Fig. 1: run 1, metal 1
Bar = 50 um.
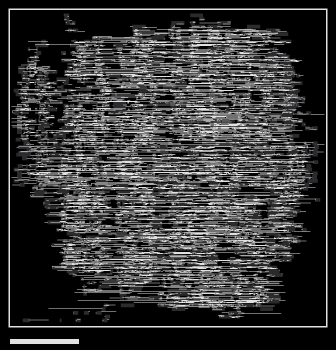
Fig. 2: run 1, the metal 2 layer
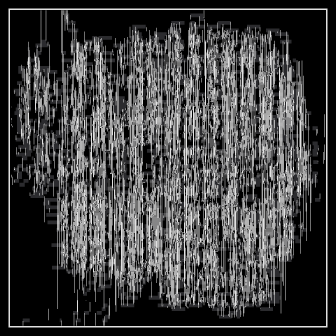
Fig. 3: run 1, M3 wires
Bar = 50 um.
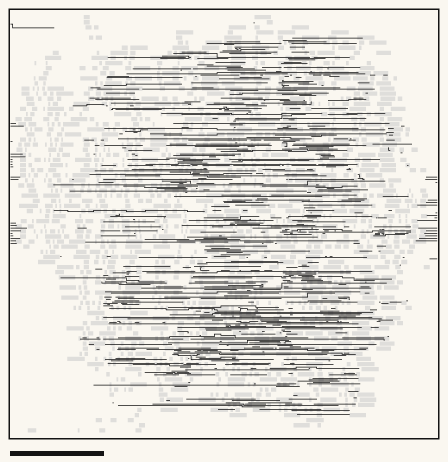
[config.mk]
export PLATFORM = sky130hd
export DESIGN_NAME = free_list
export DESIGN_NICKNAME = d
export VERILOG_FILES = /design/src/rtl/sys_defs.sv /design/src/rtl/retire_compact.sv /design/src/rtl/free_list.sv
export SDC_FILE = /design/constraint.sdc
export NUM_CORES = 1
export LEC_CHECK = 0
export ABC_CLOCK_PERIOD_IN_PS = 5300
export CELL_PAD_IN_SITES_DETAIL_PLACEMENT = 1
export CELL_PAD_IN_SITES_GLOBAL_PLACEMENT = 1
export CORE_MARGIN = 2
export CORE_UTILIZATION = 35
export DETAILED_ROUTE_END_ITERATION = 7
export PLACE_DENSITY = 0.64
export SETUP_SLACK_MARGIN = 0.2
export SYNTH_ARGS = -nofsm -noshare
export SYNTH_HDL_FRONTEND = slang
export SYNTH_HIERARCHICAL = 1
export SYNTH_SLANG_ARGS = --single-unit
[constraint.sdc]
create_clock -name clock -period 5.3 [get_ports clock]
set_input_delay 1.325 -clock clock [delete_from_list [all_inputs] [get_ports clock]]
set_output_delay 1.325 -clock clock [all_outputs]
set_load 0.02 [all_outputs]
[src/rtl/sys_defs.sv]
// sys_defs: shared machine-configuration constants for the rename/retire
// slice of the core.
//   SYS_PR_NUM : number of physical registers
//   SYS_AR_NUM : number of architectural registers
//   SYS_PR_W   : physical tag width, clog2(SYS_PR_NUM)
//   RET_SLOTS  : dispatch/retire slots per cycle
package sys_defs;

    localparam int SYS_PR_NUM = 64;
    localparam int SYS_AR_NUM = 32;
    localparam int SYS_PR_W   = 6;
    localparam int RET_SLOTS  = 3;

endpackage

[src/rtl/retire_compact.sv]
// retire_compact: packs the valid retire slots into consecutive free-list
// write positions.
// Ports:
//   retire_valid [2:0] in  : slot i retires an instruction with a destination
//   slot_off     [5:0] out : 2-bit write offset (from tail) for each slot;
//                            only meaningful where retire_valid is set
//   ret_cnt      [1:0] out : popcount of retire_valid
module retire_compact
    import sys_defs::*;
(
    input  logic [2:0] retire_valid,
    output logic [5:0] slot_off,
    output logic [1:0] ret_cnt
);

    // Running prefix count: a slot's offset is the number of valid slots
    // before it, so slots 0..2 land in order with no gaps.
    always_comb begin
        ret_cnt  = '0;
        slot_off = '0;
        for (int unsigned i = 0; i < RET_SLOTS; i++) begin
            slot_off[2*i +: 2] = ret_cnt;
            ret_cnt            = ret_cnt + {1'b0, retire_valid[i]};
        end
    end

endmodule

[src/rtl/free_list.sv]
// free_list: circular free list of physical register tags for a 3-wide
// rename stage, with retire-time branch-misprediction recovery.
// Ports:
//   clock            in  : rising-edge clock
//   reset            in  : asynchronous, active-low reset
//   dispatch_num [1:0]   in  : tags consumed by dispatch this cycle (0..3)
//   retire_valid [2:0]   in  : retiring slot i frees its Told
//   retire_told  [3*PR_W-1:0] in : Told per retire slot
//   BPRecoverEN      in  : recovery; free list becomes full again
//   free_pr [3*PR_W-1:0] out : next three free tags, slot 0 oldest
//   free_valid [2:0]     out : free_valid[k] = free_count > k
//   free_count [PR_W:0]  out : number of free tags
//   fl_error         out : sticky protocol-violation flag
// Build option: define FREELIST_CHECK_EN to build the violation checker;
// otherwise fl_error is tied low.
module free_list
    import sys_defs::*;
#(
    parameter int PR_NUM = SYS_PR_NUM,
    parameter int AR_NUM = SYS_AR_NUM,
    parameter int PR_W   = SYS_PR_W
) (
    input  logic                clock,
    input  logic                reset,
    input  logic [1:0]          dispatch_num,
    input  logic [2:0]          retire_valid,
    input  logic [3*PR_W-1:0]   retire_told,
    input  logic                BPRecoverEN,
    output logic [3*PR_W-1:0]   free_pr,
    output logic [2:0]          free_valid,
    output logic [PR_W:0]       free_count,
    output logic                fl_error
);

    localparam int D  = PR_NUM - AR_NUM;
    localparam int IW = $clog2(D);
    localparam int CW = PR_W + 1;
    localparam logic [CW-1:0] D_CNT = CW'(D);

    logic [PR_W-1:0] entry [D];
    logic [IW-1:0]   head;
    logic [IW-1:0]   tail;
    logic [CW-1:0]   count;

    logic [5:0]      slot_off;
    logic [1:0]      ret_cnt;
    logic [1:0]      alloc_n;
    logic [CW:0]     count_sum;
    logic            over_full;
    logic [IW-1:0]   tail_next;
    logic [IW-1:0]   wr_idx [3];

    // Index addition modulo D; correct for non-power-of-two depths too.
    function automatic logic [IW-1:0] idx_add(input logic [IW-1:0] base,
                                              input logic [1:0]    off);
        logic [IW:0] sum;
        sum = {1'b0, base} + (IW+1)'(off);
        if (sum >= (IW+1)'(D))
            sum = sum - (IW+1)'(D);
        return sum[IW-1:0];
    endfunction

    retire_compact u_retire_compact (
        .retire_valid (retire_valid),
        .slot_off     (slot_off),
        .ret_cnt      (ret_cnt)
    );

    always_comb begin
        free_pr    = '0;
        free_valid = '0;
        for (int unsigned k = 0; k < 3; k++) begin
            free_pr[k*PR_W +: PR_W] = entry[idx_add(head, 2'(k))];
            free_valid[k]           = count > CW'(k);
        end
    end

    assign free_count = count;

    always_comb begin
        // Allocation is clamped to what is present; count < dispatch_num <= 3
        // guarantees count fits in two bits on the clamped path.
        alloc_n = (CW'(dispatch_num) > count) ? count[1:0] : dispatch_num;
        if (BPRecoverEN)
            alloc_n = '0;
        count_sum = (CW+1)'(count) + (CW+1)'(ret_cnt) - (CW+1)'(alloc_n);
        over_full = count_sum > (CW+1)'(D);
        tail_next = idx_add(tail, ret_cnt);
        for (int unsigned i = 0; i < 3; i++)
            wr_idx[i] = idx_add(tail, slot_off[2*i +: 2]);
    end

    always_ff @(posedge clock or negedge reset) begin
        if (!reset) begin
            head  <= '0;
            tail  <= '0;
            count <= D_CNT;
            for (int unsigned i = 0; i < D; i++)
                entry[i] <= PR_W'(AR_NUM + i);
        end else begin
            for (int unsigned i = 0; i < 3; i++)
                if (retire_valid[i])
                    entry[wr_idx[i]] <= retire_told[i*PR_W +: PR_W];
            tail <= tail_next;
            if (BPRecoverEN) begin
                // Slots between the new tail and the old head still hold the
                // in-flight Tnews in program order, so the whole ring is free.
                head  <= tail_next;
                count <= D_CNT;
            end else begin
                head  <= idx_add(head, alloc_n);
                // An over-retire is a protocol violation; saturate to keep
                // the count within the ring.
                count <= over_full ? D_CNT : count_sum[CW-1:0];
            end
        end
    end

`ifdef FREELIST_CHECK_EN
    logic err_q;
    logic violation;

    assign violation = !BPRecoverEN &&
                       ((CW'(dispatch_num) > count) || over_full);

    always_ff @(posedge clock or negedge reset) begin
        if (!reset)
            err_q <= 1'b0;
        else if (violation)
            err_q <= 1'b1;
    end

    assign fl_error = err_q;
`else
    assign fl_error = 1'b0;
`endif

endmodule

==> out/results.ini, run 1 <==
[global_routing]
grt_usage_pct=32.7
grt_max_degree=79
grt-busiest-layer=met2
antenna_found_initial=4
grt_pass1_wl_um=125000
first_global_vias=17300

[logic_synthesis]
ys_sh_adder_pct=2.97
yosys.area_share.xor_xnor_pct=1.17
syn_inst=1644
syn_area_sq_mm=0.0176
yosys_cells=1644
yosys_warnings=6
simple_gate_share_pct=9.85
synthTopCellsByArea=mux4_2 (20%), dfstp_2 (17%), dfrtp_1 (14%)
postSynthSeqShare_pct=30.5
ys_sh_aoi_pct=27.2
synth.top_cell.area_share_pct=20.0
yosys-stat-area_sq_mm=0.0176
ys_sh_mux_pct=22.8
top_logic_kind=AND-OR/OR-AND gates
async_flop_share_pct=100
largest_area_cell=mux4_2
ys_seq_elements=209
top_cells_by_count=mux4_2 (156), dfstp_2 (113), a21oi_1 (105), a22o_1 (101), o21ai_0 (99)
synth_area_per_cell_sq_um=10.7

[finish]
max_flop_register=entry
clkCellAreaFrac_pct=4.54
n_all_buffers=148
comb_share_pct=57.0
fillers=5497
utilization_pct=39.8
largest_register_ffs=192
seqAreaFraction_pct=27.1
drive_above_1_share_pct=28.1
stdcell_count=2356
dominant-cell-class=multi-input combinational cells
comb_area_sq_mm=0.0113
fin_nets=1725
n_clock_buffer=41
nonClockInverterCount=26
syn_to_final_growth_pct=12.9
nMultiInputCombCells=1250
flops=209
final_cell_mix=mux4_2 (156), dfstp_2 (113), a21oi_1 (105)
n_antenna_cell=2
bufAreaShareNonClock_pct=6.61
layout_top_cell=mux4_2
stdcell_area_sq_mm=0.0199
register_area_sq_mm=0.00538

[power]
p_leak_nw=7.27
top_power_group=combinational logic
clk-power_mw=1.90
p_sw_share_pct=49.2
power.density_mw_per_mm2=898
power_switching_mw=8.78
pg_comb_mw=11.6
p_total_mw=17.9
p_clk_share_pct=10.6
irDropWorstVdd_mv=0.402
p_int_mw=9.07
seq_power_share_pct=24.3
p_seq_mw=4.34
combPwrFrac_pct=65.1

[critical_path]
arrival_ns=3.73
reg2reg_to=free_count[4]
critical_path.endpoint=free_pr[7]
endpoint_kind=output pin
start_kind=flip-flop
r2r_setup_slack_ns=1.14
path_delay_family=buffers and inverters
ff2ff_path_depth=16
max_stage_delay_ns=0.63
crit_required_ns=3.97
r2r_start=free_count[5]
setup.worst_path.class=flip-flop to output pin
cp.depth=7
worst-path-buf-inv=2
crit_path_start=head[0]
critPathSlowestCell=clkdlybuf4s50_1

[timing]
setup_viol=0
period_needed_ns=5.05
rsz0062_at_grt=true
slew_viol_final=0
holdWs_ns=0.641
fmax_mhz=198
tightest_slew_ns=1.44
fin_ws_ns=0.246
finalClockPeriodUsage_pct=95.4
relSlewSlack_pct=3.67
tns_ns=0
finalHoldViolations=0

[floorplanning]
initCoreUtil_pct=35.3
dieArea_sq_mm=0.0521
rows=82
io_pins=55
die_h_um=228
die_w_um=228
n_tap_cell=672
core_area_sq_mm=0.0499

[clock_tree]
cts_resized=1
path_clk_slew_ns=0.06
clk_latency_ns=0.57
cts_made_buffers=27
cts_buffer_depth=3
cts-root-buf=clkbuf_16
cts.sinks=209
hold_buffers=0
tritoncts=built
cts_setup_buffers=0
h-tree-depth=1

[route]
route.met3.wl_um=12000
routed_via_density=7.27
routed-wl-met2_um=37100
drt_first_pass_iters=6
wl_per_cell_um=36.8
ant_nets=0
dr.first_iter.drc_count=2675
post-route-drc-count=0
wl_met1_um=32300
top_layer=met5

[placed_design]
dpl.cell_count=2293
place.gp.congestion=0.997
dp_hpwl_um=62700
dpl_cell_area_sq_mm=0.0188
place_ws_ns=0.0105
numPortBuffers=53

[hold_path]
hp-class=flip-flop to flip-flop
holdCritStartpoint=entry[124]
worst_hold_path.endpoint=entry[124]
holdPathStages=2

[run_status]
outcome=complete, no violations

[run]
tool_warnings=33
cap_violations=0

## Picture notes: Fig. 1
- share of all routed wire: 37%
- main direction: horizontal
- nets with wire on the layer: 1609
met1 layer usage reported by global route: 42.5%
DRT Wirelength: 86600 um
via count: 17.1k

## Picture notes: Fig. 2
- nets with wire on the layer: 1543
- main direction: vertical
met2 global-route usage: 48.9%

## Picture notes: Fig. 3
- main direction: horizontal
- share of all routed wire: 14%
- nets with wire on the layer: 364
met3 GRT Util: 10.5%

## Run 2: what changed since run 1
--- a/config.mk
+++ b/config.mk
@@ -8,9 +8,10 @@
 export ABC_CLOCK_PERIOD_IN_PS = 5300
 export CELL_PAD_IN_SITES_DETAIL_PLACEMENT = 1
 export CELL_PAD_IN_SITES_GLOBAL_PLACEMENT = 1
-export CORE_MARGIN = 2
+export CORE_MARGIN = 4
 export CORE_UTILIZATION = 35
 export DETAILED_ROUTE_END_ITERATION = 7
+export HOLD_SLACK_MARGIN = 0.06
 export PLACE_DENSITY = 0.64
 export SETUP_SLACK_MARGIN = 0.2
 export SYNTH_ARGS = -nofsm -noshare
Fig. 4: run 2, M3 wires
Bar = 50 um.
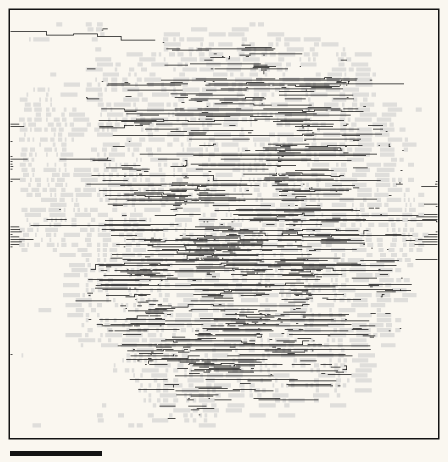
- main direction: horizontal
- longest straight run: 157 um
- nets with wire on the layer: 373
- wire length on this layer: 11700 um
- share of all routed wire: 13%
via count: 17.4k
met3 GRT Util: 10.6%
DRT Wirelength: 87600 um

==> run 2 against run 1 <==
Compared with the run above: register-to-register slack gained 0.04 ns; non-clock buffer count shrank 3; wire length grew 1.1%; first-iteration DRC count shrank 9.0%; sequential cell count is the same; largest cell class unchanged.
==> out/results.ini, run 2 <==
[power]
top_power_group=combinational logic
power_switching_mw=8.86  ; +0.92%
p_sw_share_pct=49.7  ; +0.54 points
seq_power_share_pct=24.1  ; -0.2 points
p_int_mw=8.96  ; -1.2%
combPwrFrac_pct=65.6  ; +0.5 points
p_leak_nw=7.23  ; -0.51%
irDropWorstVdd_mv=0.421  ; +4.7%
power.density_mw_per_mm2=902  ; +0.38%
p_seq_mw=4.30  ; -0.9%
pg_comb_mw=11.7  ; about the same
p_total_mw=17.8  ; -0.17%
clk-power_mw=1.83  ; -4%

[finish]
n_antenna_cell=0  ; -2
n_clock_buffer=40  ; -2.4%
nMultiInputCombCells=1250  ; unchanged
nonClockInverterCount=26  ; unchanged
bufAreaShareNonClock_pct=6.58  ; -0.027 points
fillers=5420  ; -1.4%
comb_share_pct=57.3  ; +0.22 points
max_flop_register=entry
clkCellAreaFrac_pct=4.25  ; -0.29 points
stdcell_area_sq_mm=0.0198  ; -0.55%
flops=209  ; unchanged
comb_area_sq_mm=0.0113  ; -0.16%
fin_nets=1721  ; -0.23%
register_area_sq_mm=0.00538  ; unchanged
stdcell_count=2341  ; -0.64%
drive_above_1_share_pct=27.5  ; -0.63 points
syn_to_final_growth_pct=12.3
dominant-cell-class=multi-input combinational cells
largest_register_ffs=192  ; unchanged

[critical_path]
worst-path-buf-inv=2  ; unchanged
critPathSlowestCell=clkdlybuf4s50_1
endpoint_kind=output pin
start_kind=flip-flop
crit_required_ns=3.97  ; about the same
cp.depth=8  ; +1
reg2reg_to=free_count[5]
r2r_start=free_count[5]
max_stage_delay_ns=0.69  ; +0.06 ns
setup.worst_path.class=flip-flop to output pin
r2r_setup_slack_ns=1.18  ; +0.04 ns
ff2ff_path_depth=16  ; unchanged
crit_path_start=head[1]
path_delay_family=buffers and inverters

[clock_tree]
cts_resized=1  ; unchanged
clk_latency_ns=0.57  ; about the same
cts_buffer_depth=3  ; unchanged
cts-root-buf=clkbuf_16
cts.sinks=209  ; unchanged
cts_made_buffers=26  ; -3.7%
hold_buffers=0  ; unchanged
tritoncts=built
path_clk_slew_ns=0.06  ; about the same
h-tree-depth=1  ; unchanged
cts_setup_buffers=3  ; +3

[floorplanning]
n_tap_cell=664  ; -1.2%
initCoreUtil_pct=35.6  ; +0.36 points
die_h_um=232  ; +1.8%
rows=81  ; -1.2%
die_w_um=232  ; +1.8%
core_area_sq_mm=0.0494  ; -1.0%
io_pins=55  ; unchanged
dieArea_sq_mm=0.0539  ; +3.5%

[global_routing]
use_met1_pct=41.9  ; -0.61 points
grt-busiest-layer=met2
grt_max_degree=112  ; +42%
grt_usage_pct=31.9  ; -0.81 points

[placed_design]
place_ws_ns=0.0451  ; +0.0346 ns
dpl_cell_area_sq_mm=0.0189  ; +0.19%
dp_hpwl_um=63800  ; +1.8%
numPortBuffers=53  ; unchanged
place.gp.congestion=0.970  ; -2.7%
dpl.cell_count=2291  ; -0.087%

[logic_synthesis]
simple_gate_share_pct=9.85  ; unchanged
ys_types=62
synth.top_cell.area_share_pct=20.0  ; unchanged
syn_inst=1644  ; unchanged
yosys_warnings=6  ; unchanged
yosys-stat-area_sq_mm=0.0176  ; unchanged
yosys_cells=1644  ; unchanged
ys_sh_aoi_pct=27.2  ; unchanged
top_logic_kind=AND-OR/OR-AND gates
synth_area_per_cell_sq_um=10.7  ; unchanged
syn_area_sq_mm=0.0176  ; unchanged
ys_seq_elements=209  ; unchanged
top_cells_by_count=mux4_2 (156), dfstp_2 (113), a21oi_1 (105), a22o_1 (101), o21ai_0 (99)
synthTopCellsByArea=mux4_2 (20%), dfstp_2 (17%), dfrtp_1 (14%)
yosys.area_share.xor_xnor_pct=1.17  ; unchanged
postSynthSeqShare_pct=30.5  ; unchanged

[hold_path]
holdCritStartpoint=entry[26]
hp-class=flip-flop to flip-flop
holdPathStages=2  ; unchanged
worst_hold_path.endpoint=entry[26]

[route]
ant_nets=0  ; unchanged
routed_via_density=7.43  ; +2.1%
post-route-drc-count=0  ; unchanged
drt_first_pass_iters=6  ; unchanged
route.met3.wl_um=11700  ; -2.1%
routed-wl-met2_um=37000  ; -0.33%
dr.first_iter.drc_count=2435  ; -9.0%
wl_met1_um=33000  ; +1.9%
top_layer=met5
wl_per_cell_um=37.4  ; +1.8%

[run]
cap_violations=0  ; unchanged
tool_warnings=34  ; +3.0%

[timing]
rsz0062_at_grt=false
finalClockPeriodUsage_pct=95.6  ; +0.21 points
tightest_slew_ns=1.40  ; -0.0384 ns
fin_ws_ns=0.235  ; -0.0111 ns
holdWs_ns=0.640  ; -0.00108 ns
setup_viol=0  ; unchanged
finalHoldViolations=0  ; unchanged
fmax_mhz=197  ; -0.22%
tns_ns=0  ; unchanged
slew_viol_final=0  ; unchanged
relSlewSlack_pct=6.53  ; +2.9 points

[run_status]
outcome=complete, no violations

Fig. 5: run 2, the metal 2 layer
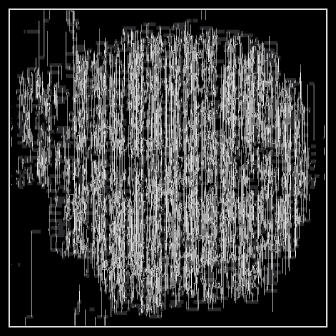
- nets with wire on the layer: 1527
- wire length on this layer: 37.0 mm
- main direction: vertical
- longest straight run: 89.1 um
met2 global-route usage: 46.9%

